<file path="src/rtl/uart_frame_loader.sv">
// Turns the UART byte stream into framebuffer pixel writes: SOF-delimited frames with
// ESC byte-stuffing, and an idle timeout that drops back to hunting for the next SOF.
module uart_frame_loader #(
    parameter int         WIDTH   = 32,
    parameter int         HEIGHT  = 16,
    parameter logic [7:0] SOF     = 8'h7E,
    parameter logic [7:0] ESC     = 8'h7D,
    parameter int         TIMEOUT = 1_000_000
) (
    input  logic        clock,
    input  logic        reset_n,
    input  logic [7:0]  rx_data,
    input  logic        rx_ready,
    output logic [15:0] write_address,
    output logic [15:0] write_value,
    output logic        write_enable,
    output logic        frame_done,
    output logic        busy,
    output logic        error,
    output logic [15:0] frame_count
);
    localparam int          PIXELS = WIDTH * HEIGHT;
    localparam logic [15:0] LAST   = 16'(PIXELS - 1);
    localparam int          TW     = (TIMEOUT > 2) ? $clog2(TIMEOUT) : 1;
    localparam logic [TW-1:0] TLAST = TW'(TIMEOUT - 1);

    typedef enum logic [1:0] {HUNT, DATA, ESCD} state_t;

    state_t        state;
    logic          rx_ready_q;
    logic [15:0]   addr;
    logic [TW-1:0] timer;
    logic          new_byte;
    logic [7:0]    pix;

    assign new_byte = rx_ready & ~rx_ready_q;
    // The byte following an escape carries its value XORed with 0x20.
    assign pix      = (state == ESCD) ? (rx_data ^ 8'h20) : rx_data;
    assign busy     = (state == DATA) || (state == ESCD);

    always_ff @(posedge clock) begin
        if (!reset_n) begin
            state         <= HUNT;
            rx_ready_q    <= 1'b0;
            addr          <= '0;
            timer         <= '0;
            write_address <= '0;
            write_value   <= '0;
            write_enable  <= 1'b0;
            frame_done    <= 1'b0;
            error         <= 1'b0;
            frame_count   <= '0;
        end else begin
            rx_ready_q   <= rx_ready;
            write_enable <= 1'b0;
            frame_done   <= 1'b0;
            if (new_byte) begin
                // A byte arriving on the expiry cycle wins over the timeout.
                timer <= '0;
                if (state == HUNT) begin
                    if (rx_data == SOF) begin
                        state <= DATA;
                        addr  <= '0;
                    end
                end else if (rx_data == SOF) begin
                    state <= DATA;
                    addr  <= '0;
                    error <= 1'b1;
                end else if (rx_data == ESC) begin
                    if (state == DATA) begin
                        state <= ESCD;
                    end else begin
                        state <= HUNT;
                        addr  <= '0;
                        error <= 1'b1;
                    end
                end else begin
                    write_enable  <= 1'b1;
                    write_address <= addr;
                    write_value   <= {8'h00, pix};
                    if (addr == LAST) begin
                        frame_done  <= 1'b1;
                        frame_count <= frame_count + 16'd1;
                        addr        <= '0;
                        state       <= HUNT;
                    end else begin
                        addr  <= addr + 16'd1;
                        state <= DATA;
                    end
                end
            end else if (state != HUNT) begin
                if (timer == TLAST) begin
                    state <= HUNT;
                    addr  <= '0;
                    timer <= '0;
                    error <= 1'b1;
                end else begin
                    timer <= timer + 1'b1;
                end
            end
        end
    end
endmodule

</file>
<file path="config.mk">
export PLATFORM = sky130hd
export DESIGN_NAME = uart_frame_loader
export DESIGN_NICKNAME = d
export VERILOG_FILES = /design/src/rtl/uart_frame_loader.sv
export SDC_FILE = /design/constraint.sdc
export NUM_CORES = 1
export LEC_CHECK = 0
export ABC_AREA = 1
export ABC_CLOCK_PERIOD_IN_PS = 2630
export CAP_MARGIN = 20
export CORE_MARGIN = 8
export CORE_UTILIZATION = 55
export DETAILED_ROUTE_END_ITERATION = 10
export GPL_TIMING_DRIVEN = 0
export PLACE_DENSITY = 0.8
export SYNTH_ARGS = -nofsm -noshare
export SYNTH_HDL_FRONTEND = slang
export SYNTH_SLANG_ARGS = --single-unit
</file>
<file path="constraint.sdc">
create_clock -name clock -period 2.63 [get_ports clock]
set_input_delay 0.6575 -clock clock [delete_from_list [all_inputs] [get_ports clock]]
set_output_delay 0.6575 -clock clock [all_outputs]
set_load 0.01 [all_outputs]
</file>
Figure 1. Met1 routing.
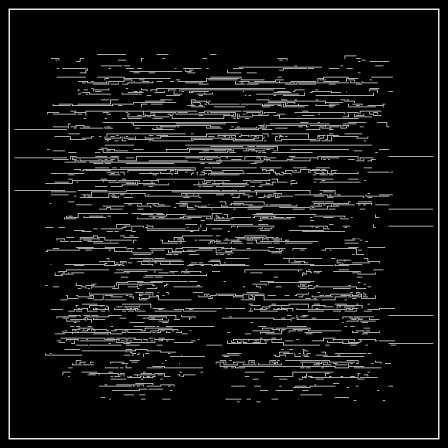
main direction: horizontal
wire length on this layer: 4780 microns
longest straight run: 44.6 microns
share of all routed wire: 47%
nets with wire on the layer: 639

Figure 2. Signal wires on met2.
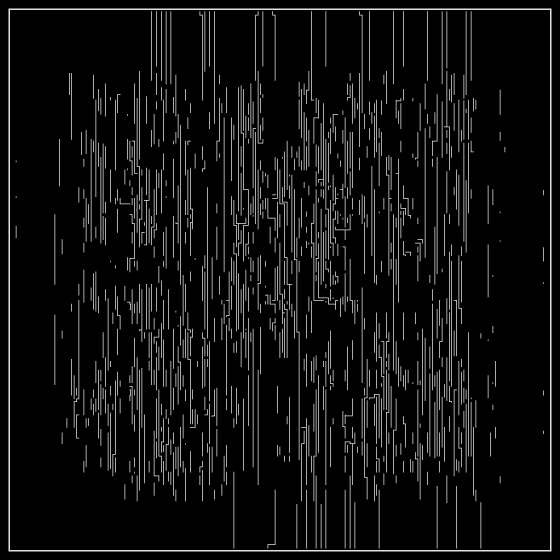
wire length on this layer: 4730 microns
main direction: vertical

==> out/metrics.cfg <==
[outcome]
status=complete, no violations

[global_route]
global_route_wire_length_before_repair_microns=16700
global_route.peak_usage_layer=met2
grt_overflow_total=0
grtUsageMet3=0.0270

[placed_design]
buffers_on_ports=54
dp.cells=757
gp_routability_congestion=0.941

[cells_and_area]
sequential_cell_area_sq_um=1640
multiInputGateArea_sq_um=2130
flops=82
final.signal_buffer_count=78
seqAreaFraction=0.327

[final_timing]
final_max_slew_viol_count=0
setup_violations=0
timing.max_slew.rel_slack=0.588
fin_crit_ps=2360

[die]
fp.dieArea_sq_um=10500
well_tap_count=99

[drt]
routed_wire_length_microns=10200
detail_route.wirelength.met1_microns=4780
via_count=4045
drt-vias-per-instance=5.24

[setup_path]
ff2ff_path_depth=12
critical-path-top-delay-family=buffers and inverters
critical_path_class=in2reg
critical_path.max_stage_delay_ps=430
timing.critical_path.required_ps=2900
critPathArrivalTime_ps=2630
timing.critical_path.fanout_max=10

[power_and_ir_drop]
comb_cell_power_mw=0.111
power_density_nw_per_um2=460
sequentialPowerShare=0.542
combPwrFrac=0.048

[clock_tree]
clockBufferDepth=2
clk_pin_slew_worst_paths_ps=80
clock_insertion_delay_worst_skew_ps=340
cts.sink_count=82

[synthesis]
synth.yosys.chip_area_sq_um=4130

Figure 3. M3 wires.
Bar = 20 microns. Cells faint in the background.
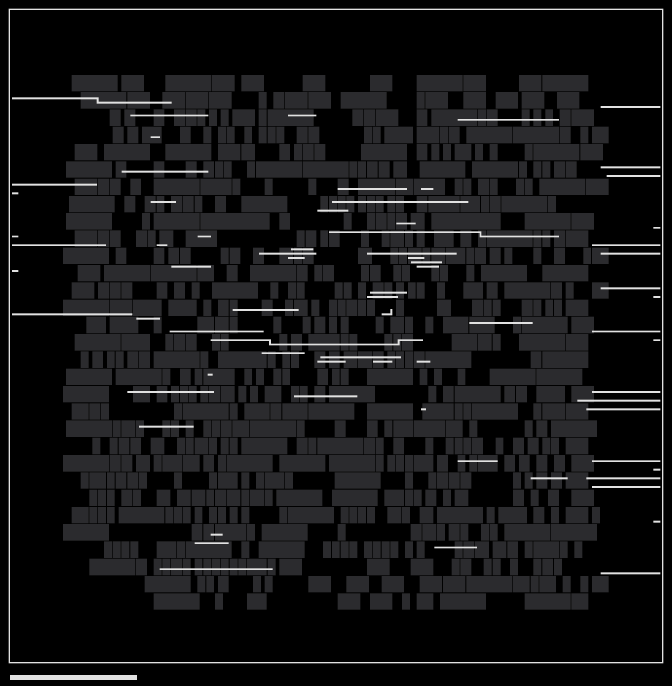
wire length on this layer: 579 microns
longest straight run: 23.7 microns
main direction: horizontal

Figure 4. Metal 4.
Bar = 20 microns.
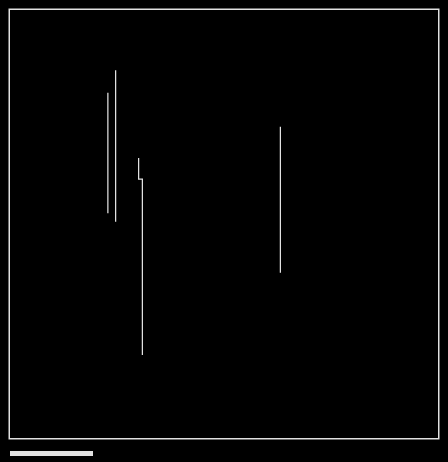
nets with wire on the layer: 3
longest straight run: 42.0 microns

-- path summary, 6_finish.rpt --
check              from             end  slack, ps
max          rx_data[2]  write_value[1]        270
min reg2reg       error           error        470
min               error           error        470
max reg2reg    state[1]       timer[18]        580
-- metrics by stage --
step | power [mW] | util
3_5_place_dp | 1.39 | 0.664
2_1_floorplan | 1.34 | -
4_1_cts | 2.32 | 0.692
3_3_place_gp | 1.39 | 0.664
5_1_grt | 2.39 | 0.692
6_report | 2.31 | 0.692
-- logic make-up (layout without fill, tap and decap cells) --
family | count (synthesis) | count (layout) | share of synthesized area
xor gates and xnor gates | 15 | 15 | 0.0318
other | 1 | 8 | 0.000908
and+or+nand+nor | 313 | 313 | 0.343
AOI/OAI and AO/OA | 92 | 92 | 0.115
adders and majority gates | 6 | 6 | 0.0182
DFF | 82 | 82 | 0.398
buffers and inverters | 88 | 157 | 0.0928
-- sequential cells by signal, summed over array words and instances (netlist names) --
register       cells
write_address     16
write_enable       1
rx_ready_q         1
timer             20
error              1
write_value        8
state              2
addr              16
frame_done         1
frame_count       16
-- synth_stat cells, drive strengths merged --
cell | count | area [sq um]
nand3 | 40 | 200
clkbuf | 8 | 30.0
or2 | 3 | 18.8
a21oi | 49 | 245
clkinv | 1 | 5.00
conb | 1 | 3.75
dfxtp | 82 | 1640
nand4 | 22 | 159
nand2 | 124 | 480
ha | 6 | 75.1
nor2 | 103 | 427
nor3b | 3 | 22.5
o211ai | 1 | 7.51
xor2 | 11 | 96.3
xnor2 | 4 | 35.0
o21ai | 36 | 180
a31o | 1 | 8.76
inv | 63 | 236
a31oi | 2 | 12.5
nor3 | 15 | 86.3
buf | 16 | 111
o21a | 2 | 15.0
a211oi | 1 | 7.51
nand3b | 3 | 22.5
Power is estimated from default activity; no workload was simulated.
